**config.mk**
```make
export PLATFORM = sky130hd
export DESIGN_NAME = io_program_loader_flat
export DESIGN_NICKNAME = d
export VERILOG_FILES = /design/src/rtl/io_program_loader_if.sv /design/src/rtl/io_program_loader.sv /design/src/flat_wrapper.sv
export SDC_FILE = /design/constraint.sdc
export NUM_CORES = 1
export LEC_CHECK = 0
export CORE_MARGIN = 5
export CORE_UTILIZATION = 37
export DETAILED_ROUTE_END_ITERATION = 7
export SLEW_MARGIN = 25
export SYNTH_ARGS = -nofsm -noshare
export SYNTH_HDL_FRONTEND = slang
export SYNTH_SLANG_ARGS = --single-unit
```
**constraint.sdc**
```tcl
create_clock -name clk -period 2 [get_ports clk]
set_clock_uncertainty 0.1 [all_clocks]
set_input_delay 0.5 -clock clk [delete_from_list [all_inputs] [get_ports clk]]
set_output_delay 0.5 -clock clk [all_outputs]
set_load 0.01 [all_outputs]
```
**src/rtl/io_program_loader_if.sv**
```systemverilog
// io_program_loader_if
//   Groups the host nibble handshake, the load-mode control/status and the
//   word-write bus toward the memory controller.
//   master : the loader's view (drives ld_ack, mem_we, mem_addr, mem_wdata,
//            cpu_hold, done, err; receives enable, ld_req, ld_nibble, mem_busy)
//   slave  : the environment's view (host, mode pins and memory controller)
interface io_program_loader_if #(
    parameter int ADDR_W = 32
) ();
    logic              enable;
    logic              ld_req;
    logic [3:0]        ld_nibble;
    logic              ld_ack;
    logic              mem_busy;
    logic              mem_we;
    logic [ADDR_W-1:0] mem_addr;
    logic [31:0]       mem_wdata;
    logic              cpu_hold;
    logic              done;
    logic              err;

    modport master (
        input  enable, ld_req, ld_nibble, mem_busy,
        output ld_ack, mem_we, mem_addr, mem_wdata, cpu_hold, done, err
    );

    modport slave (
        output enable, ld_req, ld_nibble, mem_busy,
        input  ld_ack, mem_we, mem_addr, mem_wdata, cpu_hold, done, err
    );
endinterface

```
**src/rtl/io_program_loader.sv**
```systemverilog
// io_program_loader
//   Streams a program image from the io pins into memory. The host sends a
//   header word (count[31:16], word address[15:0]), count payload words and
//   an XOR checksum word, each as 8 nibbles (LSB nibble first) over a 4-phase
//   ld_req/ld_ack handshake. Payload words are written to consecutive word
//   addresses through single-cycle mem_we strobes while cpu_hold keeps the
//   processor stalled.
//   Ports:
//     clk      system clock
//     reset_n  asynchronous active-low reset
//     bus      io_program_loader_if.master (handshake, memory bus, status)
module io_program_loader #(
    parameter int ADDR_W      = 32,
    parameter int SYNC_STAGES = 2
) (
    input  logic                    clk,
    input  logic                    reset_n,
    io_program_loader_if.master     bus
);

    typedef enum logic [2:0] {
        IDLE,
        HDR,
        DATA,
        WRITE,
        CSUM,
        DONE
    } state_t;

    state_t                 state;
    logic [SYNC_STAGES-1:0] req_sync;
    logic                   req_s;
    logic [31:0]            shift_reg;
    logic [31:0]            checksum;
    logic [2:0]             nib_cnt;
    logic [15:0]            word_cnt;
    logic                   receiving;
    logic                   accept;
    logic                   word_done;
    logic [31:0]            word;

    assign req_s     = req_sync[SYNC_STAGES-1];
    assign receiving = (state == HDR) || (state == DATA) || (state == CSUM);
    // enable is part of accept so an abort wins over a nibble in the same cycle
    assign accept    = req_s && !bus.ld_ack && receiving && bus.enable;
    // The word as it will look once the current nibble is shifted in
    assign word      = {bus.ld_nibble, shift_reg[31:4]};
    assign word_done = accept && (nib_cnt == 3'd7);

    always_ff @(posedge clk or negedge reset_n) begin
        if (!reset_n) begin
            state         <= IDLE;
            req_sync      <= '0;
            shift_reg     <= '0;
            checksum      <= '0;
            nib_cnt       <= '0;
            word_cnt      <= '0;
            bus.ld_ack    <= 1'b0;
            bus.mem_we    <= 1'b0;
            bus.mem_addr  <= '0;
            bus.mem_wdata <= '0;
            bus.cpu_hold  <= 1'b0;
            bus.done      <= 1'b0;
            bus.err       <= 1'b0;
        end else begin
            req_sync <= {req_sync[SYNC_STAGES-2:0], bus.ld_req};

            // With enable low every state heads to IDLE, so the next state is
            // busy exactly when enable is high: hold tracks enable one cycle late.
            bus.cpu_hold <= bus.enable;

            if (accept) begin
                shift_reg  <= word;
                nib_cnt    <= nib_cnt + 3'd1;
                bus.ld_ack <= 1'b1;
            end else if (!req_s && bus.ld_ack) begin
                bus.ld_ack <= 1'b0;
            end

            case (state)
                IDLE: begin
                    if (bus.enable) begin
                        bus.done <= 1'b0;
                        bus.err  <= 1'b0;
                        checksum <= '0;
                        nib_cnt  <= '0;
                        state    <= HDR;
                    end
                end
                DONE: begin
                    if (!bus.enable) begin
                        state <= IDLE;
                    end
                end
                default: begin
                    if (!bus.enable) begin
                        state      <= IDLE;
                        bus.err    <= 1'b1;
                        bus.mem_we <= 1'b0;
                    end else begin
                        case (state)
                            HDR: begin
                                if (word_done) begin
                                    word_cnt     <= word[31:16];
                                    bus.mem_addr <= ADDR_W'({word[15:0], 2'b00});
                                    state        <= (word[31:16] == 16'd0) ? CSUM : DATA;
                                end
                            end
                            DATA: begin
                                if (word_done) begin
                                    bus.mem_wdata <= word;
                                    checksum      <= checksum ^ word;
                                    state         <= WRITE;
                                end
                            end
                            WRITE: begin
                                // First pass raises the strobe, second pass retires it
                                if (bus.mem_we) begin
                                    bus.mem_we   <= 1'b0;
                                    bus.mem_addr <= bus.mem_addr + ADDR_W'(4);
                                    word_cnt     <= word_cnt - 16'd1;
                                    state        <= (word_cnt == 16'd1) ? CSUM : DATA;
                                end else if (!bus.mem_busy) begin
                                    bus.mem_we <= 1'b1;
                                end
                            end
                            CSUM: begin
                                if (word_done) begin
                                    if (word == checksum) begin
                                        bus.done <= 1'b1;
                                    end else begin
                                        bus.err <= 1'b1;
                                    end
                                    state <= DONE;
                                end
                            end
                            default: ;
                        endcase
                    end
                end
            endcase
        end
    end

endmodule
```
**src/flat_wrapper.sv**
```systemverilog
// flat-port wrapper written by rule: the top's interface ports become plain ports
module io_program_loader_flat 
#(
    parameter int ADDR_W      = 32,
    parameter int SYNC_STAGES = 2
)
  (clk, reset_n, bus_enable, bus_ld_req, bus_ld_nibble, bus_mem_busy, bus_ld_ack, bus_mem_we, bus_mem_addr, bus_mem_wdata, bus_cpu_hold, bus_done, bus_err);
  io_program_loader_if #(.ADDR_W(ADDR_W)) bus_i ();
  input  logic clk;
  input  logic reset_n;
  input wire logic [$bits(bus_i.enable)-1:0] bus_enable;
  input wire logic [$bits(bus_i.ld_req)-1:0] bus_ld_req;
  input wire logic [$bits(bus_i.ld_nibble)-1:0] bus_ld_nibble;
  input wire logic [$bits(bus_i.mem_busy)-1:0] bus_mem_busy;
  output wire logic [$bits(bus_i.ld_ack)-1:0] bus_ld_ack;
  output wire logic [$bits(bus_i.mem_we)-1:0] bus_mem_we;
  output wire logic [$bits(bus_i.mem_addr)-1:0] bus_mem_addr;
  output wire logic [$bits(bus_i.mem_wdata)-1:0] bus_mem_wdata;
  output wire logic [$bits(bus_i.cpu_hold)-1:0] bus_cpu_hold;
  output wire logic [$bits(bus_i.done)-1:0] bus_done;
  output wire logic [$bits(bus_i.err)-1:0] bus_err;
  assign bus_i.enable = bus_enable;
  assign bus_i.ld_req = bus_ld_req;
  assign bus_i.ld_nibble = bus_ld_nibble;
  assign bus_i.mem_busy = bus_mem_busy;
  assign bus_ld_ack = bus_i.ld_ack;
  assign bus_mem_we = bus_i.mem_we;
  assign bus_mem_addr = bus_i.mem_addr;
  assign bus_mem_wdata = bus_i.mem_wdata;
  assign bus_cpu_hold = bus_i.cpu_hold;
  assign bus_done = bus_i.done;
  assign bus_err = bus_i.err;
  io_program_loader #(.ADDR_W(ADDR_W), .SYNC_STAGES(SYNC_STAGES)) u_core (.clk(clk), .reset_n(reset_n), .bus(bus_i));
endmodule
```
==> qor.rpt <==
======================================================================================
Most frequently used cell type in the post-synthesis netlist                   dfrtp_1
Unrepaired setup endpoints after global routing                                    yes
Kind of path behind the tightest hold check                               flip-flop to flip-flop
Netlist area before placement                                                 7550 um2
Area fraction of the dominant cell type after synthesis                          50.0%
Chip area                                                                    23400 um2
Topmost layer with routed signal wires                                            met4
Largest cells by area after synthesis                                     dfrtp_1, mux2_2, nand2b_1, o21ai_0, o2bb2ai_1
Clk root buf                                                                 clkbuf_16
Number of enable flip-flop cells                                                     0
Top-level port count                                                                78
Number of antenna violations at the first check in global routing                    0
Overall overflow remaining after global route                                        0
Maximum number of pins on one net before global-route repair                        58
Tcrit/Tclk final                                                                  103%
Number of failing hold endpoints at the final stage                                  0
Count of buffers inserted at the top-level ports                                    75
Primary FF master, synth                                                       dfrtp_1
Clock slew at the register clock pins of the worst setup and hold paths        0.07 ns
Worst supply voltage drop on vdd                                                555 uV
Crit path setup slack, layout                                               -0.0510 ns
Tmin final                                                                     2.05 ns
Core Util at FP                                                                  37.4%
Floorplan core area                                                          20200 um2
Vias per Instance                                                                 5.48
Number of remaining DRC errors                                                       0
Power per Cell Area                                                         825 nW/um2
Seq/Total Area, Yosys                                                            50.0%
Die Width                                                                       153 um
CTS sink cnt                                                                       151
Number of fill cells                                                              1800
Utilization of the core after routing                                            52.5%
Clock buffer count from CTS                                                         17
Async set-reset flop share out of synthesis                                       100%
Most Frequent Cell on Critical Path                                              buf_6
Source-to-sink clock delay at the later pin of the worst-skew pair             0.43 ns
Worst-path maximum fanout                                                            7
Combinational cell area excluding buffers and inverters                       3700 um2
Met1 Wirelength                                                                10.2 mm
Number of rows in the core area                                                     52
Violated checks                                                           setup timing
Number of max-cap violations                                                         0
First-pass GRT wire length                                                     36.2 mm
Number of distinct library cells after synthesis                                    59
Kind of critical path                                                     flip-flop to flip-flop
Outcome                                                                   finished, violations left
Top cells by count, synth                                                 dfrtp_1, o21ai_0, mux2_2
Static leakage                                                                 4.78 nW
Routed vias                                                                       6592
Delay contributed by the slowest stage of the critical path                    0.47 ns
Metal2 WL                                                                      10.7 mm
Number of setup violations in the final report                                      29
Inserted Diodes                                                                      0
Cell count in the Yosys report                                                     732
Register area                                                                 3780 um2
Area of all placed cells without fillers                                     10600 um2
Fraction of final layout cells sized beyond drive strength 1                     29.3%
Number of max-slew violations in the final report                                    0
TritonCTS clock tree                                                             built
DR iter-0 viols                                                                    553
Total wire length after detailed routing                                       22.5 mm
TritonRoute pass-1 iters                                                             5
Data arrival time at the worst-slack endpoint                                  2.27 ns
Critical path endpoint category                                              flip-flop
Warning count from the yosys run                                                     0
Chip area line of the yosys report                                            7550 um2
Final routed wire length divided by cell count                                 18.7 um
Number of synthesized register bits                                                151
Max stage delay cell, worst path                                               dfrtp_2
Number of global-route vias before repair                                         6520
Sum of met3 wire segment lengths after detailed routing                        1.12 mm
Critical Path RT                                                               2.22 ns
Area growth syn-to-layout                                                        40.1%
Number of warnings in the stage logs                                                30
Die height                                                                      153 um
Leading registers by flop count                                           u_core.bus.mem_wdata x32, u_core.checksum x32, u_core.bus.mem_addr x30
Most area-hungry cell type in the Yosys netlist                                dfrtp_1
Overall global routing resource usage                                            19.2%
Placed Area                                                                   9410 um2
======================================================================================
area by class of cell:
cell class,count,share of cell area [%]
clock buffers,17,4.02
inverters,17,0.603
multi-input cells,520,34.9
flip-flops and latches,151,35.7
repair buffers,213,19.9
clock inverters,15,1.66
well taps,270,3.19
worst max-delay path, delay by kind of cell (launching register included):
kind | cells | cell delay (ns)
compound gates | 4 | 0.55
flops | 1 | 0.47
buf+inv | 4 | 0.58
xor+xnor | 1 | 0.25
timing repair:
action                                  CTS  global route
hold endpoints to repair                 35             0
hold buffers                              1             0
gates resized                            55            70
pin swaps                                 5            20
buffers inserted                         12             8
endpoints found under the setup margin  123           112
gates cloned                              7             2
power breakdown:
group,total (mW),internal (mW),switching [mW]
Clock,3.29,1.80,1.49
Combinational,1.66,0.804,0.858
Sequential,3.78,3.33,0.450
Total,8.74,5.93,2.80
cells by family (layout without fill, tap and decap cells):
group | Yosys count | after routing | share of synthesized area, %
AOI/OAI and AO/OA | 216 | 216 | 18.8
xor gates and xnor gates | 5 | 5 | 0.580
adders and majority gates | 5 | 5 | 0.828
buffers and inverters | 62 | 262 | 3.74
DFF | 151 | 151 | 50.0
muxes | 63 | 63 | 9.36
other | 1 | 2 | 0.0497
and+or+nand+nor | 229 | 229 | 16.6
cell usage in the layout (no fill, tap or decap), types with 6 or more instances in the layout:
cell / n
buf_4: 104
buf_6: 12
inv_1: 16
o2111ai_1: 7
clkdlybuf4s50_1: 50
dfrtp_1: 148
inv_8: 6
nand2b_1: 53
nand2_1: 39
and3_1: 10
o22ai_1: 6
a22oi_1: 6
a22o_1: 6
o2bb2ai_1: 35
buf_12: 12
nor3_1: 8
nor2_1: 35
and4_1: 6
a31oi_1: 12
a21oi_1: 30
nand4_1: 16
o21ai_1: 35
mux2_2: 61
nor4_1: 13
nand3_1: 16
dlygate4sd2_1: 19
o21ai_2: 6
clkbuf_16: 19
o21ai_0: 32
inv_6: 6
path summary, 6_finish.rpt:
kind	from	endpoint	slack, ns	cells after the start
worst min register to register	u_core.req_sync[0]	u_core.req_sync[1]	0.26	0
worst max register to register	u_core.state[1]	u_core.checksum[16]	-0.05	9
worst max-delay path	u_core.state[1]	u_core.checksum[16]	-0.05	9
max in group asynchronous	reset_n	u_core.shift_reg[15]	0.70	3
min in group asynchronous	reset_n	u_core.bus.mem_addr[14]	0.46	2
worst min-delay path	u_core.req_sync[0]	u_core.req_sync[1]	0.26	0
layer usage:
layer / GRT usage [%] / up-vias
met5: 0 / -
met4: 7.00 / 0
met3: 3.62 / 33
met2: 31.0 / 193
met1: 26.0 / 3255
li1: - / 3111
stage by stage:
| step | setup WS, ns | TNS, ns | power, mW | std cells |
|---|---|---|---|---|
| global placement | -0.628 | -62.40 | 5.38 | 1142 |
| finish | -0.0510 | -0.955 | 8.74 | 1203 |
| CTS | -0.0382 | -0.135 | 8.75 | 1194 |
| detailed placement | -0.619 | -64.33 | 5.40 | 1142 |
| global route | -0.116 | -4.75 | 9.09 | 1203 |
| floorplan | -0.0411 | -0.455 | 4.46 | 733 |
Clock network drawn from the DEF:
The bar under the picture is 50 um long.
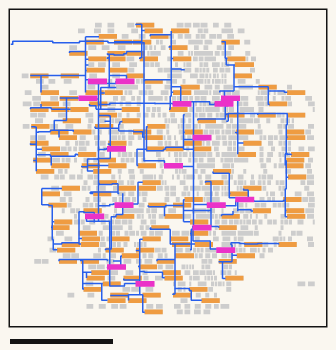
[clock wires] blue | length: 1990 um
[cells driving clock nets] magenta | count: 17
[flip-flops] orange | count: 151
flops lie: all over the die

Close-up of the layout:
Region (100, 23) to (130, 53) um. Cells in gray, sequential cells in the stronger gray; small squares are vias.
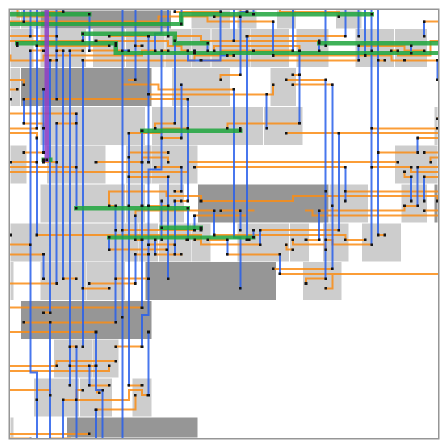
| layer | color |
|---|---|
| met4 | purple |
| met1 | orange |
| met3 | green |
| met2 | blue |
netlist names of flops here include: u_core.bus.mem_addr (5)
most frequent: buf_4 (9), dfrtp_1 (5)
sequential cells in the window: 5
cells with their middle in the window: 46

Power is estimated from default activity; no workload was simulated.
